`config.mk`:
```
export PLATFORM = sky130hd
export DESIGN_NAME = fb_cmd_controller
export DESIGN_NICKNAME = d
export VERILOG_FILES = /design/src/rtl/fb_cmd_pkg.sv /design/src/rtl/fb_rx_byte_accept.sv /design/src/rtl/fb_cmd_controller.sv
export SDC_FILE = /design/constraint.sdc
export NUM_CORES = 1
export LEC_CHECK = 0
export ABC_CLOCK_PERIOD_IN_PS = 3500
export CAP_MARGIN = 30
export CORE_ASPECT_RATIO = 0.7
export CORE_UTILIZATION = 45
export DETAILED_ROUTE_END_ITERATION = 10
export PLACE_DENSITY = 0.65
export SYNTH_ARGS = -nofsm -noshare
export SYNTH_HDL_FRONTEND = slang
export SYNTH_SLANG_ARGS = --single-unit
```
`constraint.sdc`:
```
create_clock -name clk -period 3.5 [get_ports clk]
set_clock_uncertainty 0.15 [all_clocks]
set_input_delay 0.7 -clock clk [delete_from_list [all_inputs] [get_ports clk]]
set_output_delay 0.7 -clock clk [all_outputs]
set_load 0.005 [all_outputs]
```
`src/rtl/fb_cmd_pkg.sv`:
```
// Shared constants for the framebuffer command sequencer: protocol bytes,
// framebuffer geometry and the FSM state encoding.
package fb_cmd_pkg;

  localparam int FB_SIZE = 9600;

  localparam logic [7:0] CMD_SET_ADDR = 8'hA1;
  localparam logic [7:0] CMD_WRITE    = 8'hA2;
  localparam logic [7:0] CMD_FILL     = 8'hA3;
  localparam logic [7:0] ACK_BYTE     = 8'h06;

  localparam logic [3:0] IDLE     = 4'd0;
  localparam logic [3:0] ADDR_HI  = 4'd1;
  localparam logic [3:0] ADDR_LO  = 4'd2;
  localparam logic [3:0] LEN_HI   = 4'd3;
  localparam logic [3:0] LEN_LO   = 4'd4;
  localparam logic [3:0] DATA     = 4'd5;
  localparam logic [3:0] FILL_VAL = 4'd6;
  localparam logic [3:0] FILL     = 4'd7;
  localparam logic [3:0] ACK      = 4'd8;

endpackage

```
`src/rtl/fb_rx_byte_accept.sv`:
```
// UART rx handshake: flags one byte per rx_ready level and answers it with a
// one-cycle active-low rx reset pulse on the following cycle.
module fb_rx_byte_accept #(
  parameter int DATA_WIDTH = 8
) (
  input  logic                  clk_i,
  input  logic                  n_reset_i,
  input  logic                  rx_ready_i,
  input  logic [DATA_WIDTH-1:0] rx_data_i,
  input  logic                  enable_i,
  output logic                  byte_valid_o,
  output logic [DATA_WIDTH-1:0] byte_o,
  output logic                  rx_reset_n_o
);

  logic accepted_q;
  logic rx_reset_n_q;

  // rx_ready stays high through the pulse cycle, so the previous acceptance blocks a repeat.
  assign byte_valid_o = rx_ready_i && enable_i && !accepted_q;
  assign byte_o       = rx_data_i;
  assign rx_reset_n_o = rx_reset_n_q;

  always_ff @(posedge clk_i) begin
    if (!n_reset_i) begin
      accepted_q   <= 1'b0;
      rx_reset_n_q <= 1'b1;
    end else begin
      accepted_q   <= byte_valid_o;
      rx_reset_n_q <= !byte_valid_o;
    end
  end

endmodule

```
`src/rtl/fb_cmd_controller.sv`:
```
// Host command sequencer: parses set-address / block-write / fill commands from
// the UART and drives single-cycle framebuffer writes, acking via the UART tx.
module fb_cmd_controller
  import fb_cmd_pkg::*;
#(
  parameter int ADDR_WIDTH = 14,
  parameter int DATA_WIDTH = 8
) (
  input  logic                  clk,
  input  logic                  n_reset,
  input  logic                  rx_ready,
  input  logic [DATA_WIDTH-1:0] rx_data,
  output logic                  rx_reset_n,
  input  logic                  tx_ready,
  output logic                  tx_load,
  output logic [7:0]            tx_data,
  output logic                  we,
  output logic [ADDR_WIDTH-1:0] write_address,
  output logic [DATA_WIDTH-1:0] ram_in,
  output logic                  busy,
  output logic                  overrun
);

  localparam logic [ADDR_WIDTH-1:0] LastAddr = ADDR_WIDTH'(FB_SIZE - 1);
  localparam logic [ADDR_WIDTH-1:0] SizeAddr = ADDR_WIDTH'(FB_SIZE);

  logic [3:0]            state_q, state_d;
  logic [ADDR_WIDTH-1:0] cursor_q, cursor_d;
  logic [ADDR_WIDTH-1:0] fill_cnt_q, fill_cnt_d;
  logic [ADDR_WIDTH-1:0] waddr_q, waddr_d;
  logic [DATA_WIDTH-1:0] hi_q, hi_d;
  logic [15:0]           len_q, len_d;
  logic [DATA_WIDTH-1:0] fill_val_q, fill_val_d;
  logic [DATA_WIDTH-1:0] ram_in_q, ram_in_d;
  logic                  we_q, we_d;
  logic                  tx_load_q, tx_load_d;
  logic [7:0]            tx_data_q, tx_data_d;
  logic                  overrun_q, overrun_d;
  logic                  busy_q;
  logic                  byte_valid;
  logic [DATA_WIDTH-1:0] byte_data;
  logic [ADDR_WIDTH-1:0] new_addr;

  // Bytes arriving while the ack is pending stay in the UART until IDLE.
  fb_rx_byte_accept #(.DATA_WIDTH(DATA_WIDTH)) u_rx_accept (
    .clk_i       (clk),
    .n_reset_i   (n_reset),
    .rx_ready_i  (rx_ready),
    .rx_data_i   (rx_data),
    .enable_i    (state_q != ACK),
    .byte_valid_o(byte_valid),
    .byte_o      (byte_data),
    .rx_reset_n_o(rx_reset_n)
  );

  always_comb begin
    state_d    = state_q;
    cursor_d   = cursor_q;
    fill_cnt_d = fill_cnt_q;
    waddr_d    = waddr_q;
    hi_d       = hi_q;
    len_d      = len_q;
    fill_val_d = fill_val_q;
    ram_in_d   = ram_in_q;
    we_d       = 1'b0;
    tx_load_d  = 1'b0;
    tx_data_d  = tx_data_q;
    overrun_d  = overrun_q;
    new_addr   = ADDR_WIDTH'({hi_q, byte_data});

    case (state_q)
      IDLE: if (byte_valid) begin
        case (byte_data)
          CMD_SET_ADDR: state_d = ADDR_HI;
          CMD_WRITE:    state_d = LEN_HI;
          CMD_FILL:     state_d = FILL_VAL;
          default:      state_d = IDLE;
        endcase
      end
      ADDR_HI: if (byte_valid) begin
        hi_d    = byte_data;
        state_d = ADDR_LO;
      end
      ADDR_LO: if (byte_valid) begin
        cursor_d = (new_addr >= SizeAddr) ? '0 : new_addr;
        state_d  = IDLE;
      end
      LEN_HI: if (byte_valid) begin
        hi_d    = byte_data;
        state_d = LEN_LO;
      end
      LEN_LO: if (byte_valid) begin
        len_d   = 16'({hi_q, byte_data});
        state_d = (len_d == 16'd0) ? ACK : DATA;
      end
      DATA: if (byte_valid) begin
        we_d     = 1'b1;
        waddr_d  = cursor_q;
        ram_in_d = byte_data;
        cursor_d = (cursor_q == LastAddr) ? '0 : cursor_q + 1'b1;
        len_d    = len_q - 16'd1;
        if (len_q == 16'd1) state_d = ACK;
      end
      FILL_VAL: if (byte_valid) begin
        fill_val_d = byte_data;
        fill_cnt_d = '0;
        state_d    = FILL;
      end
      FILL: begin
        we_d       = 1'b1;
        waddr_d    = fill_cnt_q;
        ram_in_d   = fill_val_q;
        fill_cnt_d = fill_cnt_q + 1'b1;
        if (byte_valid) overrun_d = 1'b1;
        if (fill_cnt_q == LastAddr) begin
          cursor_d = '0;
          state_d  = ACK;
        end
      end
      ACK: if (tx_ready) begin
        tx_load_d = 1'b1;
        tx_data_d = ACK_BYTE;
        state_d   = IDLE;
      end
      default: state_d = IDLE;
    endcase
  end

  always_ff @(posedge clk) begin
    if (!n_reset) begin
      state_q    <= IDLE;
      cursor_q   <= '0;
      fill_cnt_q <= '0;
      waddr_q    <= '0;
      hi_q       <= '0;
      len_q      <= '0;
      fill_val_q <= '0;
      ram_in_q   <= '0;
      we_q       <= 1'b0;
      tx_load_q  <= 1'b0;
      tx_data_q  <= '0;
      overrun_q  <= 1'b0;
      busy_q     <= 1'b0;
    end else begin
      state_q    <= state_d;
      cursor_q   <= cursor_d;
      fill_cnt_q <= fill_cnt_d;
      waddr_q    <= waddr_d;
      hi_q       <= hi_d;
      len_q      <= len_d;
      fill_val_q <= fill_val_d;
      ram_in_q   <= ram_in_d;
      we_q       <= we_d;
      tx_load_q  <= tx_load_d;
      tx_data_q  <= tx_data_d;
      overrun_q  <= overrun_d;
      busy_q     <= (state_d != IDLE);
    end
  end

  assign we            = we_q;
  assign write_address = waddr_q;
  assign ram_in        = ram_in_q;
  assign tx_load       = tx_load_q;
  assign tx_data       = tx_data_q;
  assign overrun       = overrun_q;
  assign busy          = busy_q;

endmodule
```
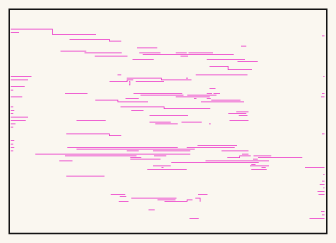
met3.png
- main direction: horizontal
- longest straight run: 62.1 um
- share of all routed wire: 7.9%
- nets with wire on the layer: 92
- wire length on this layer: 1120 um

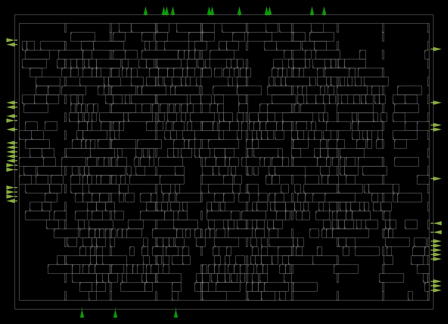
final_placement.png
Flop Count: 93
core footprint: 10500 um^2
fillers: 1011
Layout Cells excl Fill: 820
tap cells: 148

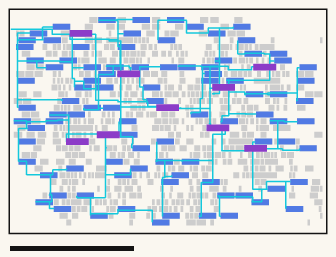
clock_map.png
Scale bar: 50 um.
- blue: flip-flops (count 93)
- cyan: clock wires (length 1250 um)
- purple: cells driving clock nets (count 9)
- routed clock nets: 10
- flops lie: spread over the die

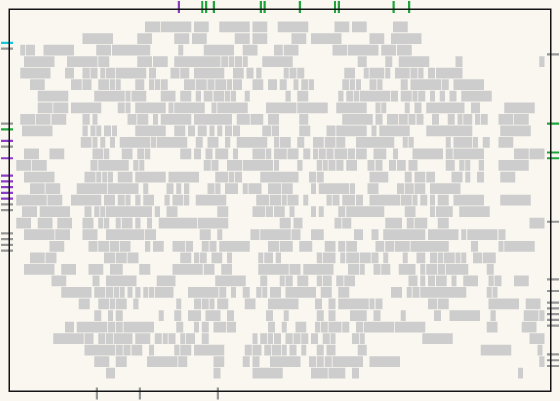
pins.png
Pins as bars across the die edge, other pins in grey.
- cyan: clk (pins 1; direction input; edge west)
- purple: ram_in (pins 8; direction output; edge 7 west, 1 north)
- green: write_address (pins 14; direction output; edge 10 north, 3 east, 1 west)
- all pins by edge: 18 west, 15 east, 11 north, 3 south

==> results.txt <==
fresh numbers from the pnr run: P_leak 2.30 nW, most flop-heavy register len_q, count of library flops with an enable pin 0, clock-pin slew on the worst setup and hold paths 70 ps, GR Util All Layers 0.257, first-pass GRT wire length 22700 um, Seq/Total Area, Yosys 0.377, detailed-route via count 4899, Post-CTS Resized 0, Setup crit end cursor_q[5], critical path buffer and inverter count 0, fin crit period 2860 ps, Synth Area in Simple Gates 0.299, Top cell excl fill/tap nand2_1, status completed, Mapped Area 4940 um^2, met1 wire length 6860 um, synthesized area per cell 7.73 um^2, clkbuf count 9, Critical R2R Capture cursor_q[5], sum of negative setup slack 0 ps, drt drc 0
Power is estimated from default activity; no workload was simulated.
